**Run 1: sequential cells grouped by signal name**

Other sequential cells in the stronger grey, the rest of the logic in the fainter grey.
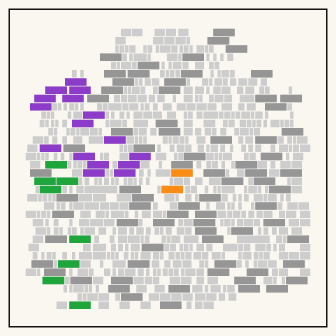
**Run 1: placement by cell class**

Scale bar: 20 um.
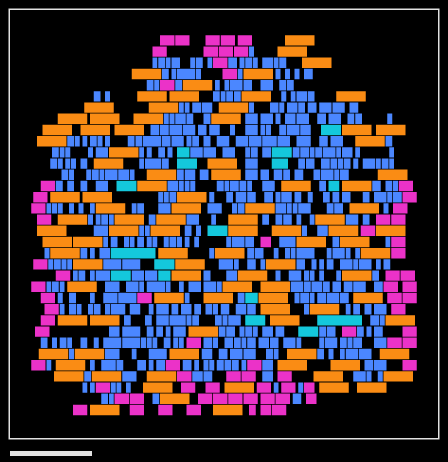
**Run 1: floorplan with the power grid**

Pins as bars on the die edge. Tap cells in grey.
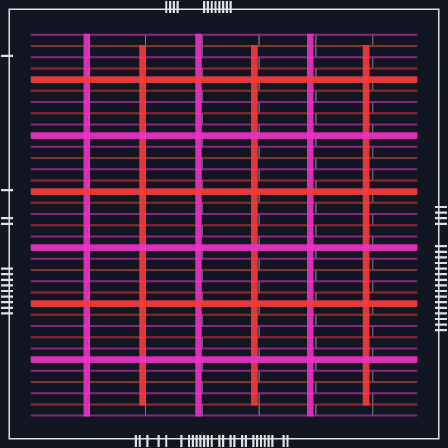
===== src/rtl/tsetlin_environment.sv =====
// Stochastic environment that issues reward/penalty feedback to a learning automaton.
// Ports: clk, rst (sync, active-high), start, num_rounds, p0_thresh, p1_thresh, alpha
//        in; beta, beta_valid, busy, done, act1_count, pen_count out.
module tsetlin_environment #(
   parameter logic [15:0] SEED = 16'hACE1
) (
   input  logic        clk,
   input  logic        rst,
   input  logic        start,
   input  logic [15:0] num_rounds,
   input  logic [7:0]  p0_thresh,
   input  logic [7:0]  p1_thresh,
   input  logic        alpha,
   output logic        beta,
   output logic        beta_valid,
   output logic        busy,
   output logic        done,
   output logic [15:0] act1_count,
   output logic [15:0] pen_count
);

   localparam logic [15:0] SEED_EFF = (SEED == 16'h0000) ? 16'hACE1 : SEED;

   typedef enum logic [1:0] {
      IDLE = 2'd0,
      RUN  = 2'd1,
      FIN  = 2'd2
   } state_t;

   state_t      state_q, state_d;
   logic [15:0] lfsr_q, lfsr_d;
   logic        beta_q, beta_d;
   logic        bv_q, bv_d;
   logic [15:0] act1_q, act1_d;
   logic [15:0] pen_q, pen_d;
   logic [15:0] round_q, round_d;
   logic [15:0] nr_q, nr_d;
   logic [7:0]  p0_q, p0_d;
   logic [7:0]  p1_q, p1_d;

   logic [7:0]  thr;
   logic        pen;
   logic        fb;

   // Fibonacci taps 16,14,13,11 map to bits 15,13,12,10
   assign fb  = lfsr_q[15] ^ lfsr_q[13] ^ lfsr_q[12] ^ lfsr_q[10];
   assign thr = alpha ? p1_q : p0_q;
   // Strict compare: thr=0 never penalises, thr=255 misses only lfsr[7:0]=255
   assign pen = (lfsr_q[7:0] < thr);

   always_comb begin
      state_d = state_q;
      lfsr_d  = lfsr_q;
      beta_d  = 1'b0;
      bv_d    = 1'b0;
      act1_d  = act1_q;
      pen_d   = pen_q;
      round_d = round_q;
      nr_d    = nr_q;
      p0_d    = p0_q;
      p1_d    = p1_q;
      case (state_q)
         IDLE: begin
            if (start) begin
               nr_d    = num_rounds;
               p0_d    = p0_thresh;
               p1_d    = p1_thresh;
               round_d = 16'd0;
               act1_d  = 16'd0;
               pen_d   = 16'd0;
               state_d = (num_rounds == 16'd0) ? FIN : RUN;
            end
         end
         RUN: begin
            beta_d  = pen;
            bv_d    = 1'b1;
            if (alpha && act1_q != 16'hFFFF) act1_d = act1_q + 16'd1;
            if (pen && pen_q != 16'hFFFF)    pen_d  = pen_q + 16'd1;
            lfsr_d  = {lfsr_q[14:0], fb};
            round_d = round_q + 16'd1;
            if (round_q == nr_q - 16'd1) state_d = FIN;
         end
         FIN: begin
            state_d = IDLE;
         end
         default: begin
            state_d = IDLE;
         end
      endcase
   end

   always_ff @(posedge clk) begin
      if (rst) begin
         state_q <= IDLE;
         lfsr_q  <= SEED_EFF;
         beta_q  <= 1'b0;
         bv_q    <= 1'b0;
         act1_q  <= 16'd0;
         pen_q   <= 16'd0;
         round_q <= 16'd0;
         nr_q    <= 16'd0;
         p0_q    <= 8'd0;
         p1_q    <= 8'd0;
      end else begin
         state_q <= state_d;
         lfsr_q  <= lfsr_d;
         beta_q  <= beta_d;
         bv_q    <= bv_d;
         act1_q  <= act1_d;
         pen_q   <= pen_d;
         round_q <= round_d;
         nr_q    <= nr_d;
         p0_q    <= p0_d;
         p1_q    <= p1_d;
      end
   end

   assign beta       = beta_q;
   assign beta_valid = bv_q;
   assign busy       = (state_q != IDLE);
   assign done       = (state_q == FIN);
   assign act1_count = act1_q;
   assign pen_count  = pen_q;

endmodule


===== config.mk =====
export PLATFORM = sky130hd
export DESIGN_NAME = tsetlin_environment
export DESIGN_NICKNAME = d
export VERILOG_FILES = /design/src/rtl/tsetlin_environment.sv
export SDC_FILE = /design/constraint.sdc
export NUM_CORES = 1
export LEC_CHECK = 0
export CORE_MARGIN = 5
export CORE_UTILIZATION = 55
export DETAILED_ROUTE_END_ITERATION = 6
export PLACE_DENSITY = 0.85
export SLEW_MARGIN = 20
export SYNTH_ARGS = -nofsm -noshare
export SYNTH_HDL_FRONTEND = slang
export SYNTH_SLANG_ARGS = --single-unit

===== constraint.sdc =====
create_clock -name clk -period 7.6 [get_ports clk]
set_input_delay 0.76 -clock clk [delete_from_list [all_inputs] [get_ports clk]]
set_output_delay 0.76 -clock clk [all_outputs]
set_load 0.03 [all_outputs]

==> impl_metrics.csv, run 1 <==
group,metric,value,unit
logic_synthesis,top_cell,"nand2_1",
logic_synthesis,flop_cell,"dfxtp_1",
placement,gp_congestion,0.9319,
cts,htree_levels,3,
die,die_area,10800,um2
power_and_ir_drop,pg_clk,0.000385,W
timing,hold_ws,0.4584,ns
setup_path,r2r-end,"pen_count[14]",
grt,grt_pass1_vias,4445,
drt,post_drt_via_cell_ratio,5.858,
logic_synthesis,logic_family,"simple AND/OR/NAND/NOR gates",
worst_hold_path,whs_endpoint,"p0_q[5]",
timing,min_period_over_period,0.4973,
setup_path,cpLargestDelayFamily,"simple AND/OR/NAND/NOR gates",
placement,dp_hpwl,8548,um
logic_synthesis,top_cells_by_area,"dfxtp_1 (41%), nand2_1 (9.9%), a21oi_1 (6.2%), xor2_1 (4.2%), nor2_1 (3.9%)",
power_and_ir_drop,leakagePower,2.140,nW
drt,highest_layer,"met4",
cts,clkSlewWorstSetupHoldPaths,0.10,ns
timing,worst_pin_slew,0.9574,ns
logic_synthesis,fp_nets,661,
logic_synthesis,netlist.area_leader.share,0.4125,
grt,grt_pass1_wl,19710,um
setup_path,rr_worst_depth,7,
status,status,"complete, no violations",
worst_hold_path,hp-start,"p0_q[5]",
power_and_ir_drop,pwr-share-comb,0.152,
timing,slew_violations,0,
setup_path,r2r-start,"state_q[1]",
setup_path,cp.depth,10,
logic_synthesis,adder_share,0.02836,
setup_path,arrival,4.07,ns
Back to the opening pictures, 'sequential cells grouped by signal name':
- orange: state_q (sequential cells 2)
- green: p1_q (sequential cells 8)
- purple: lfsr_q (sequential cells 16)
- not coloured: 74

Back to the opening pictures, 'placement by cell class':
- blue: all other logic (cells 483)
- cyan: clock drivers and dummy loads (cells 16)
- orange: flip-flops (cells 100)
- magenta: other buffers and delay cells (cells 75)
core area: 8678 um2
cell area after layout: 5822 um2
final core utilization: 0.6708

Back to the opening pictures, 'floorplan with the power grid':
- magenta: VSS
- red: VDD
- met5 straps: 6
- tap cells: 108
- signal pins: 72
die y size: 103.9 um
die width: 103.9 um
Max VDD drop: 0.1276 mV

## run 1: tightest hold or removal path, delay by kind of cell (launching register included)
kind | cells | cell delay (ns)
flops | 1 | 0.32
simple gates | 1 | 0.05
compound gates | 1 | 0.05
## run 1: metrics by stage
stage / total power (W) / instance area (um2) / instances
floorplan: 0.0006935 / 4853 / 614
global placement: 0.0007384 / 5593 / 766
CTS: 0.001127 / 5822 / 782
global route: 0.001172 / 5822 / 782
detailed placement: 0.0007472 / 5593 / 766
finish: 0.001122 / 5822 / 782
## run 1: area by class of cell
type	instances	area, um2
multi-input combinational	470	2671
clock inverter	7	105.1
inverter	13	48.80
tap	108	135.1
fill	731	2856
sequential	100	2002
clock buffer	9	123.9
timing repair buffer	75	735.7
==> inputs of run 2 (changes only) <==
CORE_UTILIZATION = 49   (was 55)
PLACE_DENSITY = 0.8   (was 0.85)
clock period = 3.1 ns   (was 7.6 ns; I/O delays follow)
**Run 2: track usage over the die**

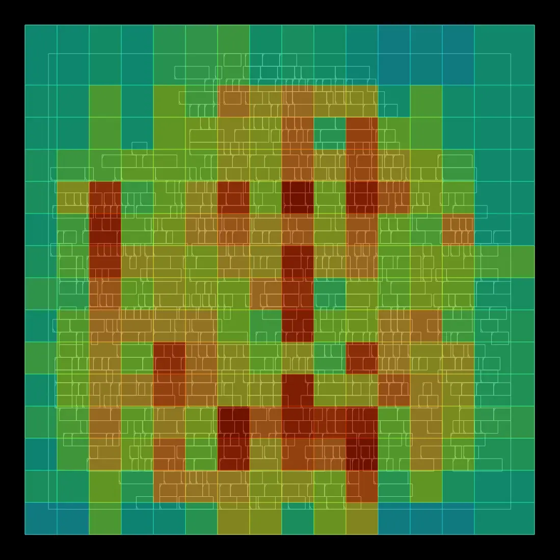
Total GRT Usage: 0.2011
final core utilization: 0.6132
global routing's busiest layer: met2

==> impl_metrics.csv, run 2 <==
group,metric,value,unit
setup_path,arrival,3.26,ns
timing,min_period_over_period,0.9564,
power_and_ir_drop,pg_clk,0.000866,W
placement,post_dp_cell_area,5744,um2
placement,gp_congestion,0.8861,
final_layout,final_cell_area,5966,um2
drt,highest_layer,"met4",
timing,worst_pin_slew,0.7154,ns
power_and_ir_drop,pwr-share-comb,0.164,
placement,dp_hpwl,8713,um
die,die_y,109.5,um
power_and_ir_drop,ir_drop,0.3487,mV
die,die_area,12000,um2
logic_synthesis,top_cell,"nand2_1",
logic_synthesis,top_cells_by_area,"dfxtp_1 (41%), nand2_1 (9.9%), a21oi_1 (6.2%), xor2_1 (4.2%), nor2_1 (3.9%)",
cts,htree_levels,3,
timing,hold_ws,0.3198,ns
drt,post_drt_via_cell_ratio,5.468,
die,core,9729,um2
placement,place_inst,807,
logic_synthesis,logic_family,"simple AND/OR/NAND/NOR gates",
logic_synthesis,common_cells,"nand2_1 (128), dfxtp_1 (100), a21oi_1 (60)",
grt,grt_pass1_wl,19660,um
die,die_w,109.5,um
power_and_ir_drop,finalPower,0.002695,W
grt,grt_pass1_vias,4398,
logic_synthesis,adder_share,0.02836,
timing,slew_violations,0,
status,status,"complete, no violations",
logic_synthesis,fp_nets,661,
## run 2: area by class of cell
type | count | area (um2)
fillers | 843 | 3764
repair buffers | 92 | 867.1
well taps | 133 | 166.4
clock buffers | 9 | 123.9
clock inverters | 7 | 82.58
flip-flops and latches | 100 | 2002
inverters | 13 | 48.80
multi-input cells | 470 | 2675
## run 2: timing repair
item	CTS	global route
resized	0	2
buffers inserted	0	1
endpoints found under the setup margin	0	5
## run 2: path summary, 6_finish.rpt
path / startpoint / end / slack (ns) / cells after the start
max reg2reg: p0_q[6] / pen_count[15] / 0.43 / 11
max: alpha / pen_count[15] / 0.14 / 13
min reg2reg: p1_q[4] / p1_q[4] / 0.47 / 2
min: rst / lfsr_q[11] / 0.32 / 4
No activity file was given, so power comes from the tool's default toggle rates.
